--- src/rtl/tdc_pkg.sv ---
// Shared defaults and FSM encoding for the TDC hit decoder.
package tdc_pkg;

  localparam int TAPS_DEF     = 64;
  localparam int COARSE_W_DEF = 24;
  localparam int FINE_W_DEF   = $clog2(TAPS_DEF + 1);
  localparam int DEPTH_DEF    = 4;

  typedef enum logic [1:0] {
    ST_IDLE  = 2'd0,
    ST_ARMED = 2'd1,
    ST_HOLD  = 2'd2
  } tdc_state_e;

endpackage

--- src/rtl/tdc_ts_fifo.sv ---
// Synchronous timestamp FIFO; a push while full is accepted only alongside a pop.
module tdc_ts_fifo #(
  parameter int W     = 31,
  parameter int DEPTH = 4
) (
  input  logic         clk,
  input  logic         clrn,
  input  logic         push,
  input  logic [W-1:0] wdata,
  input  logic         pop,
  output logic [W-1:0] rdata,
  output logic         full,
  output logic         empty
);

  localparam int AW = (DEPTH > 1) ? $clog2(DEPTH) : 1;

  logic [DEPTH-1:0][W-1:0] mem;
  logic [AW:0]             wr_ptr, rd_ptr;
  logic                    do_wr, do_rd;

  assign empty = (wr_ptr == rd_ptr);
  assign full  = (wr_ptr[AW] != rd_ptr[AW]) && (wr_ptr[AW-1:0] == rd_ptr[AW-1:0]);
  assign do_rd = pop & ~empty;
  assign do_wr = push & (~full | do_rd);

  // Gated so the output reads zero after reset without clearing the storage.
  assign rdata = empty ? '0 : mem[rd_ptr[AW-1:0]];

  always_ff @(posedge clk or negedge clrn) begin
    if (!clrn) begin
      wr_ptr <= '0;
      rd_ptr <= '0;
    end else begin
      if (do_wr) wr_ptr <= wr_ptr + 1'b1;
      if (do_rd) rd_ptr <= rd_ptr + 1'b1;
    end
  end

  always_ff @(posedge clk) begin
    if (do_wr) mem[wr_ptr[AW-1:0]] <= wdata;
  end

endmodule

--- src/rtl/tdc_hit_decoder.sv ---
// Carry-chain TDC hit decoder: S1 sample, S2 popcount + arming FSM, S3 FIFO write.
module tdc_hit_decoder
  import tdc_pkg::*;
#(
  parameter int TAPS     = TAPS_DEF,
  parameter int COARSE_W = COARSE_W_DEF,
  parameter int FINE_W   = $clog2(TAPS + 1),
  parameter int DEPTH    = DEPTH_DEF
) (
  input  logic                       clk,
  input  logic                       clrn,
  input  logic                       en,
  input  logic [TAPS-1:0]            taps,
  output logic                       ts_valid,
  input  logic                       ts_ready,
  output logic [COARSE_W+FINE_W-1:0] ts_data,
  output logic [7:0]                 drop_cnt
);

  localparam int TS_W = COARSE_W + FINE_W;

  logic [COARSE_W-1:0] coarse, coarse_s1;
  logic [TAPS-1:0]     taps_s1;
  logic                s1_vld;
  logic [FINE_W-1:0]   fine_s2;
  tdc_state_e          state;
  logic                wr_req;
  logic [TS_W-1:0]     wr_data;
  logic                fifo_full, fifo_empty, pop, drop;

  // S1: tap sample and coarse time of the same edge
  always_ff @(posedge clk or negedge clrn) begin
    if (!clrn) begin
      coarse    <= '0;
      coarse_s1 <= '0;
      taps_s1   <= '0;
      s1_vld    <= 1'b0;
    end else begin
      coarse    <= coarse + 1'b1;
      coarse_s1 <= coarse;
      taps_s1   <= taps;
      s1_vld    <= 1'b1;
    end
  end

  // S2: popcount tolerates bubbles in the thermometer code
  always_comb begin
    fine_s2 = '0;
    for (int i = 0; i < TAPS; i++) fine_s2 = fine_s2 + FINE_W'(taps_s1[i]);
  end

  // s1_vld keeps the reset-cleared S1 register from posing as a quiet chain,
  // so arming after reset needs a real all-zero sample.
  always_ff @(posedge clk or negedge clrn) begin
    if (!clrn) begin
      state   <= ST_IDLE;
      wr_req  <= 1'b0;
      wr_data <= '0;
    end else begin
      wr_req <= 1'b0;
      if (!en) begin
        state <= ST_IDLE;
      end else if (s1_vld) begin
        case (state)
          ST_IDLE:  if (fine_s2 == '0) state <= ST_ARMED;
          ST_ARMED: if (fine_s2 != '0) begin
            wr_req  <= 1'b1;
            wr_data <= {coarse_s1, fine_s2};
            state   <= ST_HOLD;
          end
          ST_HOLD:  if (fine_s2 == '0) state <= ST_ARMED;
          default:  state <= ST_IDLE;
        endcase
      end
    end
  end

  // S3: buffer write, or count the loss when full with no pop in the same cycle
  assign pop  = ts_valid & ts_ready;
  assign drop = wr_req & fifo_full & ~pop;

  always_ff @(posedge clk or negedge clrn) begin
    if (!clrn)                          drop_cnt <= '0;
    else if (drop && drop_cnt != 8'hFF) drop_cnt <= drop_cnt + 8'd1;
  end

  tdc_ts_fifo #(
    .W     (TS_W),
    .DEPTH (DEPTH)
  ) u_fifo (
    .clk   (clk),
    .clrn  (clrn),
    .push  (wr_req),
    .wdata (wr_data),
    .pop   (pop),
    .rdata (ts_data),
    .full  (fifo_full),
    .empty (fifo_empty)
  );

  assign ts_valid = ~fifo_empty;

endmodule

--- config.mk ---
export PLATFORM = sky130hd
export DESIGN_NAME = tdc_hit_decoder
export DESIGN_NICKNAME = d
export VERILOG_FILES = /design/src/rtl/tdc_pkg.sv /design/src/rtl/tdc_ts_fifo.sv /design/src/rtl/tdc_hit_decoder.sv
export SDC_FILE = /design/constraint.sdc
export NUM_CORES = 1
export LEC_CHECK = 0
export CAP_MARGIN = 20
export CORE_MARGIN = 8
export CORE_UTILIZATION = 46
export DETAILED_ROUTE_END_ITERATION = 6
export GPL_TIMING_DRIVEN = 0
export PLACE_DENSITY = 0.81
export SYNTH_ARGS = -nofsm -noshare
export SYNTH_HDL_FRONTEND = slang
export SYNTH_SLANG_ARGS = --single-unit
--- constraint.sdc ---
create_clock -name clk -period 7.2 [get_ports clk]
set_input_delay 1.8 -clock clk [delete_from_list [all_inputs] [get_ports clk]]
set_output_delay 1.8 -clock clk [all_outputs]
set_load 0.01 [all_outputs]
Figure 1. Placement view.
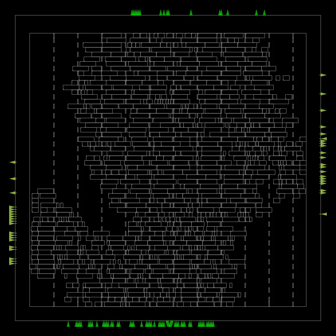
sequential share of cell area: 53.55%
number of fill cells: 1,879
final non-filler cell total: 1,227
Cell Rows: 58

==> impl_metrics.csv <==
group,metric,value,unit
run_status,status,"finished, final reports clean",
final_layout,area_growth,22.51,%
final_layout,mostFrequentLayoutCells,"dfrtp_1, edfxtp_1, inv_1",
worst_setup_path,cp_data_arrival_time,7.29,ns
final_layout,combGateArea,0.003610,sq mm
placed_design,hpwl,14480,um
worst_setup_path,r2r_setup_slack,0.34,ns
worst_setup_path,endpoint,"wr_data[7]",
die,die_h,176.3,um
clock_network,insertion_delay,0.55,ns
synthesis,top_cell,"dfrtp_1",
clock_network,cts-root-buf,"clkbuf_16",
clock_network,post_cts.repair.setup_buffers,0,
hold_path,min_to,"coarse_s1[19]",
clock_network,cts_sinks,285,
routing,top_layer,"met4",
synthesis,ys_seq_share,65.60,%
synthesis,syn_inst,726,
sta,relSlewSlack,39.93,%
global_routing,grtUsageMet1,17.45,%
run,tool_warnings,31,
worst_setup_path,cp.required,7.62,ns
routing,drc,0,
worst_setup_path,crit_type,"reg -> reg",
die,die_area,0.03107,sq mm
hold_path,hold_depth,0,
clock_network,cts_tree,"done",
worst_setup_path,path_cells,"inv_1 > fa_1 > inv_1 > fa_1 > fa_1 > inv_1 > fa_1 > inv_1 > fa_1 > fa_1 > fa_1 > inv_1 > fa_1 > fa_1 > nand2b_1 > a21oi_2 > mux2i_2 > nor4b_4 > nor2_4 > buf_4 > mux2_2",
synthesis,synth.top_cells.by_count,"dfrtp_1, edfxtp_1, inv_1, fa_1, nor2b_1",
synthesis,yosys_cells,726,
synthesis,yosys.area.top_type,"dfrtp_1",
synthesis,logic_family,"adder cells",
global_routing,grt_pass1_vias,6678,
final_layout,diodes,0,
placed_design,io_buffers,107,
routing,detailedRoute.firstIterationViolations,334,
die,io_pins,108,
global_routing,grt_max_degree,90,
die,core,0.02518,sq mm
worst_setup_path,crit_top_cell,"fa_1",
sta,fmax,145.7,MHz
worst_setup_path,path_max_fanout,6,
global_routing,gr-total-overflow,0,
placed_design,gp_congestion,0.7242,
final_layout,drive_above_1_share,14.83,%
global_routing,busiest_layer,"met2",
final_layout,sh_comb_area,24.93,%
worst_setup_path,critPathCaptureType,"flop",
final_layout,top_area_cell_class,"flip-flops and latches",
final_layout,final_nets,1018,
final_layout,fin_util,57.49,%
synthesis,synthXorXnorAreaFrac,2.890,%
sta,timing_hold_violations_final,0,
worst_setup_path,max_stage_delay,0.56,ns
sta,setup_slack,0.3368,ns
synthesis,synth-simple-area-share,5.241,%
worst_setup_path,reg2reg_from,"taps_s1[35]",
worst_setup_path,critPathLaunch,"taps_s1[35]",
die,tap_cells,330,
synthesis,syn-cell-area,0.01182,sq mm
worst_setup_path,cp-start-kind,"flop",
die,dieWidth,176.3,um
routing,wl_met3,871,um
clock_network,ctsResizeCount,1,
worst_setup_path,critPathBufInv,6,
final_layout,final_common_cell,"dfrtp_1",
final_layout,seq_area,0.007752,sq mm
final_layout,num-nonclk-inverters,117,
placed_design,dp_slack,-0.2039,ns
worst_setup_path,rr_endpoint,"wr_data[7]",
clock_network,cts_buffers,29,
synthesis,ys_ff,285,
Figure 2. The metal 3 layer.
(2 px per um)
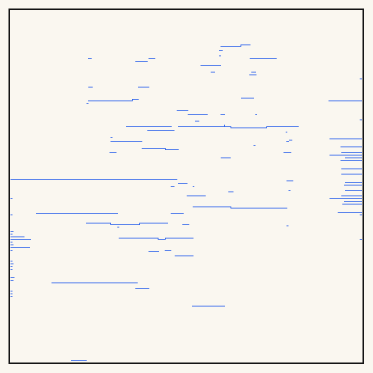
The wires run mostly horizontal. The longest straight run is 83.0 um. The layer holds 4.2% of the routed length. The layer carries 872 um of wire. 63 nets have wire on it.
met3 Track Usage GR: 2.243%
vias post-DR: 5,922
WL final: 21,010 um

